run_1/density.png
7 x 7 tiles, from white (low) to dark blue (high), 0 to 100% covered.
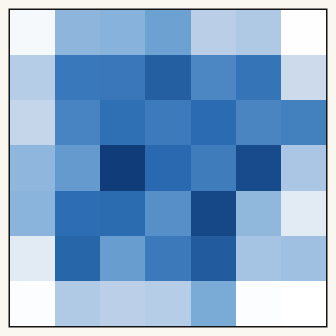
run_1/final_placement.png
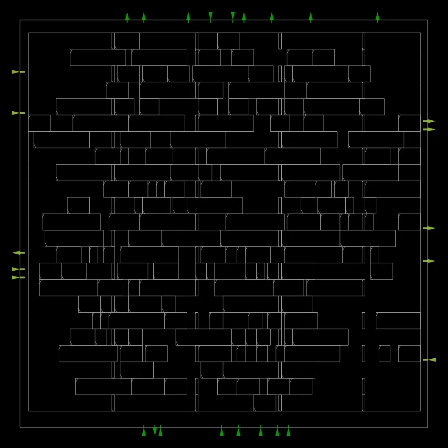
run_1/registers.png
Bar = 20 microns.
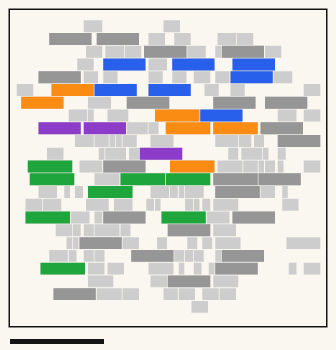
## src/rtl/spi_slave.sv

```systemverilog
`timescale 1ns/1ps
// ----------------------------------------------------------------------------
// spi_slave
//   SPI peripheral end of the link. Everything runs on the system clock:
//   SCLK, CS_N and MOSI are oversampled through synchroniser chains, and edges
//   are detected against one extra delay register. MOSI is deserialised into
//   bytes, and a byte supplied by the higher-level module is serialised onto
//   MISO. The SPI mode (CPOL/CPHA) is fixed by a parameter.
//
// Parameters
//   c_SPI_MODE     SPI mode 0..3 (CPOL = mode[1], CPHA = mode[0])
//   c_SYNC_STAGES  synchroniser depth on the SPI inputs (>= 2)
//   c_DEFAULT_TX   byte shifted out when no TX byte is pending
//
// Ports
//   i_CLK          system clock
//   i_RESET_N      asynchronous reset, active-low
//   i_TX_BYTE      byte to return to the master
//   i_TX_DV        i_TX_BYTE valid, accepted while o_TX_READY=1
//   o_TX_READY     TX holding register empty
//   o_TX_UNDERRUN  1-cycle pulse: a byte load found the holding register empty
//   o_RX_DV        1-cycle pulse: o_RX_BYTE updated
//   o_RX_BYTE      last complete received byte (MSb first on the wire)
//   i_SPI_CLK      SCLK from the master
//   i_SPI_CS_N     chip select, active-low
//   i_SPI_MOSI     master out
//   o_SPI_MISO     slave out (MSb of the TX shift register)
//   o_SPI_MISO_OE  MISO tri-state enable, high only while selected
// ----------------------------------------------------------------------------
module spi_slave #(
    parameter int         c_SPI_MODE    = 3,
    parameter int         c_SYNC_STAGES = 2,
    parameter logic [7:0] c_DEFAULT_TX  = 8'hFF
) (
    input  logic       i_CLK,
    input  logic       i_RESET_N,
    input  logic [7:0] i_TX_BYTE,
    input  logic       i_TX_DV,
    output logic       o_TX_READY,
    output logic       o_TX_UNDERRUN,
    output logic       o_RX_DV,
    output logic [7:0] o_RX_BYTE,
    input  logic       i_SPI_CLK,
    input  logic       i_SPI_CS_N,
    input  logic       i_SPI_MOSI,
    output logic       o_SPI_MISO,
    output logic       o_SPI_MISO_OE
);

    localparam logic CPOL = (c_SPI_MODE == 2) || (c_SPI_MODE == 3);
    localparam logic CPHA = (c_SPI_MODE == 1) || (c_SPI_MODE == 3);

    // Bit 2 = SCLK, bit 1 = CS_N, bit 0 = MOSI. Reset values keep the
    // synchronised view at the idle bus level so no edge is seen on release.
    localparam logic [2:0] SYNC_RST = {CPOL, 1'b1, 1'b0};

    typedef enum logic {
        ST_IDLE,
        ST_ACTIVE
    } state_t;

    logic [2:0] pin_in;
    logic [2:0] synced;

    assign pin_in = {i_SPI_CLK, i_SPI_CS_N, i_SPI_MOSI};

    genvar gi;
    generate
        for (gi = 0; gi < 3; gi++) begin : g_sync
            logic [c_SYNC_STAGES-1:0] chain_reg;

            always_ff @(posedge i_CLK or negedge i_RESET_N) begin
                if (!i_RESET_N) begin
                    chain_reg <= {c_SYNC_STAGES{SYNC_RST[gi]}};
                end else begin
                    chain_reg <= {chain_reg[c_SYNC_STAGES-2:0], pin_in[gi]};
                end
            end

            assign synced[gi] = chain_reg[c_SYNC_STAGES-1];
        end
    endgenerate

    logic sclk_s;
    logic cs_s;
    logic mosi_s;

    assign sclk_s = synced[2];
    assign cs_s   = synced[1];
    assign mosi_s = synced[0];

    // One extra register on SCLK and CS_N for edge detection.
    logic sclk_d_reg;
    logic cs_d_reg;

    always_ff @(posedge i_CLK or negedge i_RESET_N) begin
        if (!i_RESET_N) begin
            sclk_d_reg <= CPOL;
            cs_d_reg   <= 1'b1;
        end else begin
            sclk_d_reg <= sclk_s;
            cs_d_reg   <= cs_s;
        end
    end

    logic leading_edge;
    logic trailing_edge;
    logic sample_edge;
    logic shift_edge;
    logic cs_fall;
    logic cs_rise;

    assign leading_edge  = (sclk_d_reg == CPOL) && (sclk_s != CPOL);
    assign trailing_edge = (sclk_d_reg != CPOL) && (sclk_s == CPOL);
    assign sample_edge   = CPHA ? trailing_edge : leading_edge;
    assign shift_edge    = CPHA ? leading_edge  : trailing_edge;
    assign cs_fall       = cs_d_reg && !cs_s;
    assign cs_rise       = !cs_d_reg && cs_s;

    state_t     state_reg;
    logic [2:0] bit_cnt_reg;
    logic [7:0] rx_shift_reg;
    logic [7:0] tx_shift_reg;
    logic [7:0] holding_reg;
    logic       holding_full_reg;
    logic [7:0] rx_byte_reg;
    logic       rx_dv_reg;
    logic       underrun_reg;
    logic       miso_oe_reg;

    logic active;
    logic do_sample;
    logic do_load;
    logic do_shift;
    logic tx_accept;

    // SCLK edges that coincide with CS_N rising are part of deselect and are
    // not acted on.
    assign active    = (state_reg == ST_ACTIVE) && !cs_rise;
    assign do_sample = active && sample_edge;
    assign do_load   = (!CPHA && (state_reg == ST_IDLE) && cs_fall)
                     || (active && shift_edge && (bit_cnt_reg == 3'd0));
    assign do_shift  = active && shift_edge && (bit_cnt_reg != 3'd0);
    assign tx_accept = i_TX_DV && !holding_full_reg;

    always_ff @(posedge i_CLK or negedge i_RESET_N) begin
        if (!i_RESET_N) begin
            state_reg        <= ST_IDLE;
            bit_cnt_reg      <= 3'd0;
            rx_shift_reg     <= 8'h00;
            tx_shift_reg     <= c_DEFAULT_TX;
            holding_reg      <= 8'h00;
            holding_full_reg <= 1'b0;
            rx_byte_reg      <= 8'h00;
            rx_dv_reg        <= 1'b0;
            underrun_reg     <= 1'b0;
            miso_oe_reg      <= 1'b0;
        end else begin
            rx_dv_reg    <= 1'b0;
            underrun_reg <= 1'b0;

            case (state_reg)
                ST_IDLE: begin
                    if (cs_fall) begin
                        state_reg    <= ST_ACTIVE;
                        miso_oe_reg  <= 1'b1;
                        bit_cnt_reg  <= 3'd0;
                        rx_shift_reg <= 8'h00;
                    end
                end
                ST_ACTIVE: begin
                    if (cs_rise) begin
                        // A partial byte is discarded; the TX byte already
                        // in the shifter counts as consumed.
                        state_reg    <= ST_IDLE;
                        miso_oe_reg  <= 1'b0;
                        bit_cnt_reg  <= 3'd0;
                        rx_shift_reg <= 8'h00;
                    end else if (do_sample) begin
                        rx_shift_reg <= {rx_shift_reg[6:0], mosi_s};
                        bit_cnt_reg  <= bit_cnt_reg + 3'd1;
                        if (bit_cnt_reg == 3'd7) begin
                            rx_byte_reg <= {rx_shift_reg[6:0], mosi_s};
                            rx_dv_reg   <= 1'b1;
                        end
                    end
                end
                default: begin
                    state_reg   <= ST_IDLE;
                    miso_oe_reg <= 1'b0;
                end
            endcase

            if (do_load) begin
                if (holding_full_reg) begin
                    tx_shift_reg     <= holding_reg;
                    holding_full_reg <= 1'b0;
                end else if (tx_accept) begin
                    // Byte arrives just in time: bypass the holding register.
                    tx_shift_reg <= i_TX_BYTE;
                end else begin
                    tx_shift_reg <= c_DEFAULT_TX;
                    underrun_reg <= 1'b1;
                end
            end else begin
                if (do_shift) begin
                    tx_shift_reg <= {tx_shift_reg[6:0], 1'b0};
                end
                if (tx_accept) begin
                    holding_reg      <= i_TX_BYTE;
                    holding_full_reg <= 1'b1;
                end
            end
        end
    end

    assign o_TX_READY    = !holding_full_reg;
    assign o_TX_UNDERRUN = underrun_reg;
    assign o_RX_DV       = rx_dv_reg;
    assign o_RX_BYTE     = rx_byte_reg;
    assign o_SPI_MISO    = tx_shift_reg[7];
    assign o_SPI_MISO_OE = miso_oe_reg;

endmodule

```

## config.mk

```make
export PLATFORM = sky130hd
export DESIGN_NAME = spi_slave
export DESIGN_NICKNAME = d
export VERILOG_FILES = /design/src/rtl/spi_slave.sv
export SDC_FILE = /design/constraint.sdc
export NUM_CORES = 1
export LEC_CHECK = 0
export CAP_MARGIN = 30
export CORE_UTILIZATION = 45
export CTS_CLUSTER_DIAMETER = 100
export DETAILED_ROUTE_END_ITERATION = 8
export PLACE_DENSITY = 0.68
export REMOVE_ABC_BUFFERS = 1
export SETUP_SLACK_MARGIN = 0.5
export SKIP_CTS_REPAIR_TIMING = 1
export SLEW_MARGIN = 10
export SYNTH_ARGS = -nofsm -noshare
export SYNTH_HDL_FRONTEND = slang
export SYNTH_SLANG_ARGS = --single-unit
export TNS_END_PERCENT = 1
```

## constraint.sdc

```tcl
create_clock -name i_CLK -period 3.4 [get_ports i_CLK]
set_clock_uncertainty 0.2 [all_clocks]
set_input_delay 0.34 -clock i_CLK [delete_from_list [all_inputs] [get_ports i_CLK]]
set_output_delay 0.34 -clock i_CLK [all_outputs]
set_load 0.01 [all_outputs]
```

==> run summary, run 1 <==
outcome: finished, final reports clean
combined area of the multi-input logic cells: 668.1 sq um
length of routed wiring on met1: 1439 microns
Synth area leaders: sky130_fd_sc_hd__dfrtp_1 43%, sky130_fd_sc_hd__dfstp_2 19%, sky130_fd_sc_hd__mux2_1 8.2%
worst setup timing slack at the placement stage: 1.053 ns
number of warning messages in the yosys log: 0
Mapped Cells: 138
PwrDens: 588.6 nW/um^2
CP delay by family, top: AND-OR/OR-AND gates
Compound Share, Synth: 10.66%
Post-synth seq share: 62.03%
predominant post-synthesis flop cell: sky130_fd_sc_hd__dfrtp_1
Largest type area fraction: 42.91%
post-synthesis share of cell area spent on xor and xnor gates: 0%
max incr delay on CP: 0.54 ns
clock network fraction of total power: 25.7%
routability-driven placement congestion ratio: 0.7244
count of unique library cells instantiated by Yosys: 28
Die H: 67.40 microns
Clk pin slew, worst setup/hold paths: 0.08 ns
final routed wire length divided by cell count: 14.42 microns
clock tree from TritonCTS: yes
slew of the pin with the lowest slew margin: 0.6175 ns
CTS root buffer: sky130_fd_sc_hd__clkbuf_8
level count of the clock H-tree: 2
critical path capture point type: flip-flop
residual antenna-violating net count after detailed routing: 0
Synth Register Bits: 47
Tool Warnings: 26
net count of the finished layout: 184
net switching power figure: 335.2 uW
fraction of the mapped netlist area in simple logic gates: 6.502%
VDD IR-drop max: 465.7 uV
most common cell after layout, fill and taps aside: sky130_fd_sc_hd__dfrtp_1
Via Count: 1143
multiplexer share of the synthesized area: 15.60%
crit path DRT: 3.37 ns
DRC violation total after the first TritonRoute iteration: 68
Notes on density.png above:
emptiest ninth of the die: south-east
fullest tile: 95%
mean over tiles: 50%
nearly empty tiles: 8.2%
densest ninth of the die: center
tiles over 75% full: 20%
share of the core filled by cells before placement: 47.43%
Core Region: 4058 sq um
fin util: 57.57%

Notes on final_placement.png above:
std cell rows: 23
number of standard cells in the layout, taps in and fillers out: 218
Seq area share: 51.10%
number of tapcells: 50
fill cell instance count of the final layout: 317

Notes on registers.png above:
| netlist name | color | sequential cells |
|---|---|---|
| bit_cnt_reg | purple | 3 |
| g_sync.chain_reg | orange | 6 |
| rx_shift_reg | blue | 7 |
| tx_shift_reg | green | 8 |

run 1: worst paths after layout:
| check | to | cells after the start | from |
|---|---|---|---|
| max in group asynchronous | g_sync[1].chain_reg[0]$_DFF_PN1_ | 3 | i_RESET_N |
| max reg2reg | holding_reg[1]$_DFFE_PN0P_ | 5 | bit_cnt_reg[0]$_DFFE_PN0P_ |
| min reg2reg | g_sync[0].chain_reg[1]$_DFF_PN0_ | 0 | g_sync[0].chain_reg[0]$_DFF_PN0_ |
| min | g_sync[0].chain_reg[1]$_DFF_PN0_ | 0 | g_sync[0].chain_reg[0]$_DFF_PN0_ |
| max | holding_reg[1]$_DFFE_PN0P_ | 5 | bit_cnt_reg[0]$_DFFE_PN0P_ |
| min in group asynchronous | holding_reg[3]$_DFFE_PN0P_ | 2 | i_RESET_N |
run 1: synth_stat cells (4+ instances only):
cell                      number
sky130_fd_sc_hd__dfrtp_1      33
sky130_fd_sc_hd__dfstp_2      14
sky130_fd_sc_hd__mux2_1       14
sky130_fd_sc_hd__a22o_1        9
sky130_fd_sc_hd__nand2_1       9
sky130_fd_sc_hd__mux2_4        8
sky130_fd_sc_hd__o21ai_0       7
sky130_fd_sc_hd__o22ai_1       7
sky130_fd_sc_hd__buf_2         5
sky130_fd_sc_hd__inv_1         4
run 1: area by class of cell:
| type | count | share of cell area (%) |
|---|---|---|
| Tap cell | 50 | 2.678 |
| Sequential cell | 47 | 51.10 |
| Inverter | 5 | 0.8034 |
| Multi-Input combinational cell | 79 | 28.60 |
| Timing Repair Buffer | 29 | 12.53 |
| Clock buffer | 8 | 4.285 |
run 1: worst reg2reg max path: cells and delay by family (launching register included):
kind            cells  cell delay (ns)
compound gates      1             0.54
fa+ha+maj           1             0.18
buf+inv             1             0.06
flops               1             0.39
mux                 1             0.35
simple gates        1             0.45
## Run 2: what changed since run 1
--- a/config.mk
+++ b/config.mk
@@ -9,7 +9,7 @@
 export CORE_UTILIZATION = 45
 export CTS_CLUSTER_DIAMETER = 100
 export DETAILED_ROUTE_END_ITERATION = 8
-export PLACE_DENSITY = 0.68
+export PLACE_DENSITY = 0.7
 export REMOVE_ABC_BUFFERS = 1
 export SETUP_SLACK_MARGIN = 0.5
 export SKIP_CTS_REPAIR_TIMING = 1
==> constraint.sdc (replaced) <==
create_clock -name i_CLK -period 1.9 [get_ports i_CLK]
set_clock_uncertainty 0.2 [all_clocks]
set_input_delay 0.19 -clock i_CLK [delete_from_list [all_inputs] [get_ports i_CLK]]
set_output_delay 0.19 -clock i_CLK [all_outputs]
set_load 0.01 [all_outputs]
run_2/final_placement.png
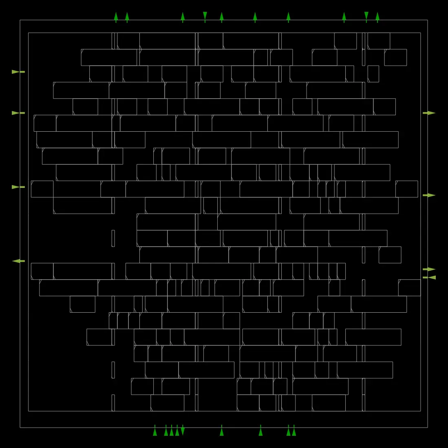
Seq area share: 48.77%
number of sequential storage elements: 47
fill cell instance count of the final layout: 326
fin util: 60.31%

==> run 2 against run 1 <==
Net effect: first-iteration DRC count grew 8.8%; routed wire length grew 11%; clock-buffer cell count fell by 2; combinational power increased by 92%; power increased by 79%; hold slack got worse by 0.060 ns; core utilization up 2.7 points; final cell count grew 4.6%; sequential power up about 80%; critical endpoint is now holding_reg[7]$_DFFE_PN0P_; sequential cell count stayed put; synthesized cell count unchanged; critical path type unchanged; sequential share of layout area decreased by 2.3 points.
==> run summary, run 2 <==
outcome: finished, final reports clean
max incr delay on CP: 0.56 ns
reg2reg end: holding_reg[7]$_DFFE_PN0P_
Clk pin slew, worst setup/hold paths: 0.08 ns
share of the core filled by cells before placement: 47.43%
critical path capture point type: flip-flop
predominant post-synthesis flop cell: sky130_fd_sc_hd__dfrtp_1
Via Count: 1227
combined area of the multi-input logic cells: 715.7 sq um
number of warning messages in the yosys log: 0
Mapped Cells: 138
multi-input gate share of the layout cell area: 29.24%
worst r2r src: cs_d_reg$_DFF_PN1_
VDD IR-drop max: 595.2 uV
crit path DRT: 1.87 ns
length of routed wiring on met1: 1576 microns
proportion of final cell area spent on non-clock buffers: 15.13%
count of unique library cells instantiated by Yosys: 28
Post-synth seq share: 62.03%
fraction of area in clock buffers and inverters: 3.528%
clock tree from TritonCTS: yes
Core Region: 4058 sq um
critical path endpoint: holding_reg[7]$_DFFE_PN0P_
run 2: cell counts after synthesis:
Identical to the previous run, type by type.
run 2: report_power, final:
group	switching [mW]	total [mW]	internal (mW)
Combinational	0.204	0.513	0.308
Sequential	0.116	1.36	1.25
Clock	0.321	0.581	0.260
run 2: how the worst min path moves through the flow:
stage	startpoint	end	slack, ns	cells after the start
2_1_floorplan	i_RESET_N	bit_cnt_reg[0]$_DFFE_PN0P_	-0.31	0
3_3_place_gp	i_RESET_N	o_RX_BYTE[6]$_DFFE_PN0P_	-0.02	1
3_5_place_dp	i_RESET_N	o_RX_BYTE[7]$_DFFE_PN0P_	-0.001	1
4_1_cts	i_RESET_N	o_RX_BYTE[7]$_DFFE_PN0P_	-0.33	1
5_1_grt	i_SPI_CLK	g_sync[2].chain_reg[0]$_DFF_PN1_	0.09	1
6_report	i_SPI_CLK	g_sync[2].chain_reg[0]$_DFF_PN1_	0.09	1
run 2: metrics by stage:
step                      hold WS, ns  setup WS [ns]
after floorplan               -0.3056       -0.08047
after global placement       -0.01614         0.1363
after detailed placement    -0.001046         0.1006
after CTS                     -0.3274        0.07044
after global routing          0.09051        0.09687
final                         0.09191         0.1388
run 2: cell families (layout without fill, tap and decap cells):
logic type / Yosys count / count (layout) / share of synthesized area, %
DFF: 47 / 47 / 62.03
buffers and inverters: 12 / 51 / 3.250
and+or+nand+nor: 22 / 23 / 6.502
muxes: 24 / 24 / 15.60
adders and majority gates: 3 / 3 / 1.951
AOI/OAI and AO/OA: 30 / 30 / 10.66
run 2: metal layers:
metal,up-vias,GRT usage (%)
met2,26,24.13
met1,627,21.38
met4,0,8.777
met5,-,0
li1,567,-
met3,7,4.054
Power is estimated from default activity; no workload was simulated.
